Cell placement:
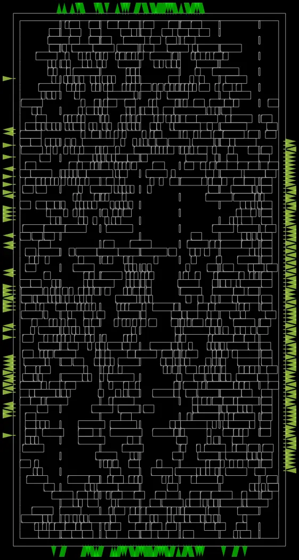
Ports around the boundary:
Pins as bars across the die edge, other pins in grey.
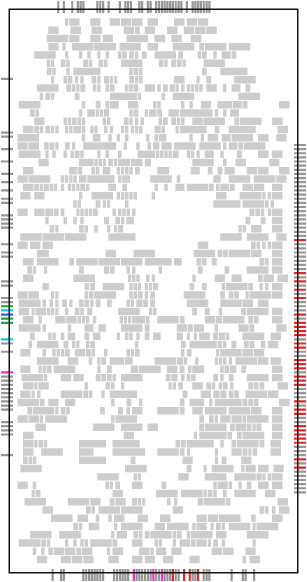
Port wiring:
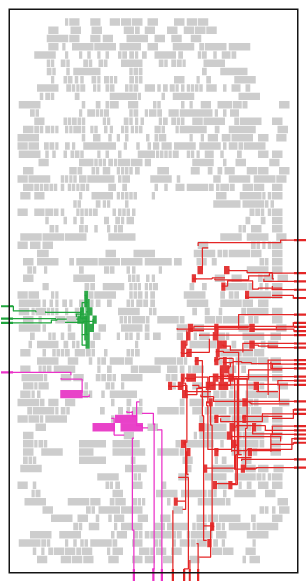
==> config.mk <==
export PLATFORM = sky130hd
export DESIGN_NAME = load_store_unit
export DESIGN_NICKNAME = d
export VERILOG_FILES = /design/src/rtl/load_store_unit.sv
export SDC_FILE = /design/constraint.sdc
export NUM_CORES = 1
export LEC_CHECK = 0
export ABC_AREA = 1
export CORE_ASPECT_RATIO = 2
export CORE_MARGIN = 2
export CORE_UTILIZATION = 33
export DETAILED_ROUTE_END_ITERATION = 10
export RECOVER_POWER = 50
export SLEW_MARGIN = 20
export SYNTH_ARGS = -nofsm -noshare
export SYNTH_HDL_FRONTEND = slang
export SYNTH_SLANG_ARGS = --single-unit
==> constraint.sdc <==
create_clock -name clk -period 3.4 [get_ports clk]
set_clock_uncertainty 0.1 [all_clocks]
set_input_delay 0.51 -clock clk [delete_from_list [all_inputs] [get_ports clk]]
set_output_delay 0.51 -clock clk [all_outputs]
set_load 0.01 [all_outputs]
==> reports/metrics.cfg <==
[outcome]
run_status=completed

[setup_path]
critical_path_arrival_ns=2.19
cp_slowest_cell=clkdlybuf4s50_1
classification_of_the_worst_setup_path=flop to primary output
timing.critical_path.from_type=flop
cp-end-kind=primary output
path_buffers=3
worstRegToRegCells=6
critical_path.top_delay_family=buffers and inverters
path_depth=5

[floorplanning]
core_region_area_um2=16100
num_rows=66
die-area_um2=17450

[sta]
min_period_ns=2.804
max_freq_mhz=356.6
timing.final.setup_violations=0
slew-limit-headroom_pct=10.64

[final_layout]
register_area_um2=2322
filler_cell_count=1609

[routing]
ant_nets=0
pre_antenna_drt_iters=5
m1WireLength_um=7504
met2_wirelength_um=8403
met3_wirelength_um=1424

[global_routing]
grt_max_degree=90
number_of_global_route_vias_before_repair=5590
first_pass_grt_wire_length_um=27940

[synth]
ys_dominant_reg_cell=dfxtp_1
yosys.stat.chipArea_um2=5394
synth_flops=116
synth.area.top_cells=dfxtp_1 43%, nand2_1 13%, nor2_1 8.4%
distinct_cells_synth=30
synth.avg_cell_area_um2=6.819

[power]
power_density_normalized_to_cell_area_nw_per_um2=571.9
post-layout-total-power_mw=4.675
static-leakage-power_nw=3.686
ir_worst_vdd_mv=0.3766

[clock_tree]
hold_buffers=0
cts_tree=built
ctsHtreeMaxLevel=4
ctsResizeCount=0

[flow_run]
log.warning_count=26

[place]
detailedPlacementHpwl_um=12400

[hold_path]
worst_hold_path_type=flop to flop

About 'cell placement':
sequential fraction of total cell area: 28.41%
utilization after layout: 50.77%

About 'ports around the boundary':
| port | colour | pins | direction | edge |
|---|---|---|---|---|
| wdata | red | 32 | input | 28 right, 4 bottom |
| LoadstoreSig | green | 3 | input | left |
| mem_be | magenta | 4 | output | 3 bottom, 1 left |
| fault_cause | cyan | 2 | output | left |
| MemRead | blue | 1 | input | left |
Port Buffer Count: 208
Die Y-Extent: 184.8 um
DIE WIDTH: 94.40 um

About 'port wiring':
| port | colour | bits | direction | end cells | wire |
|---|---|---|---|---|---|
| wdata | red | 32 | input | 56 | 1380 um |
| mem_be | magenta | 4 | output | 4 | 212 um |
| LoadstoreSig | green | 3 | input | 11 | 107 um |
number of ports placed on the die boundary: 211

## cell usage after synthesis, types with 2 or more instances
cell	number
o21ai_0	89
a21oi_1	77
nor2_4	3
clkbuf_1	22
nor2_1	121
dfxtp_1	116
nand2_1	192
nand3b_1	3
nand4_1	2
inv_2	9
o211ai_1	7
nand2_4	3
inv_1	52
o21ai_1	14
buf_6	2
nand3_1	28
buf_2	16
nand2_2	3
a31oi_1	8
buf_4	4
a21oi_2	11
## cell type report
type | count | share of cell area [%]
multi-input combinational | 570 | 31.91
clock buffer | 22 | 6.045
clock inverter | 8 | 1.515
inverter | 62 | 2.847
tap | 204 | 3.122
sequential | 116 | 28.41
timing repair buffer | 217 | 26.16
## worst register-to-register path, cell delays in order (launching register included)
cell and delay, ns:
dfxtp_1 0.31, nor3_1 0.35, clkbuf_1 1.03, nand2_1 0.21
nand2_1 0.16, nand2_1 0.07, nor2_1 0.11
## metal layers
layer / global-route usage [%] / vias to the layer above
met3: 4.638 / 23
li1: - / 2949
met5: 0 / -
met2: 33.60 / 224
met1: 25.48 / 2619
met4: 7.884 / 0
## cell families (layout without fill, tap and decap cells)
family	Yosys count	count (layout)	synth area share, %
simple gates	359	359	27.51
compound gates	208	208	20.83
flops	116	116	43.05
buf+inv	106	309	8.304
fa+ha+maj	1	1	0.2319
other cells	1	2	0.06952
## layout by cell type, fill, tap and decap left out, types with 5 or more instances in the layout
master	count
dfxtp_1	116
clkdlybuf4s50_1	155
buf_4	7
a31oi_1	8
nand3_1	28
a21oi_1	77
inv_2	8
clkbuf_8	5
nor2_1	122
a21oi_2	11
dlygate4sd3_1	52
inv_1	52
o21ai_1	14
o21ai_0	89
nand2_1	192
clkbuf_16	17
o211ai_1	7
## power by group
group          internal, mW  total (mW)  leakage [nW]  switching (mW)
registers              1.53        1.62         0.957          0.0921
clock network          1.24        1.87         0.300           0.627
logic                 0.531        1.19          2.43           0.658
## metrics by stage
stage                     instances  setup WS (ns)  hold slack, ns
after global placement         1169         0.8232          0.3556
final                          1199         0.5958          0.3591
after global routing           1199         0.3805          0.3824
after detailed placement       1169         0.7810          0.3546
after CTS                      1199         0.7670          0.3635
after floorplan                 792          1.492          0.3782
Power figures rest on the tool's default switching activity, not on a simulated workload.
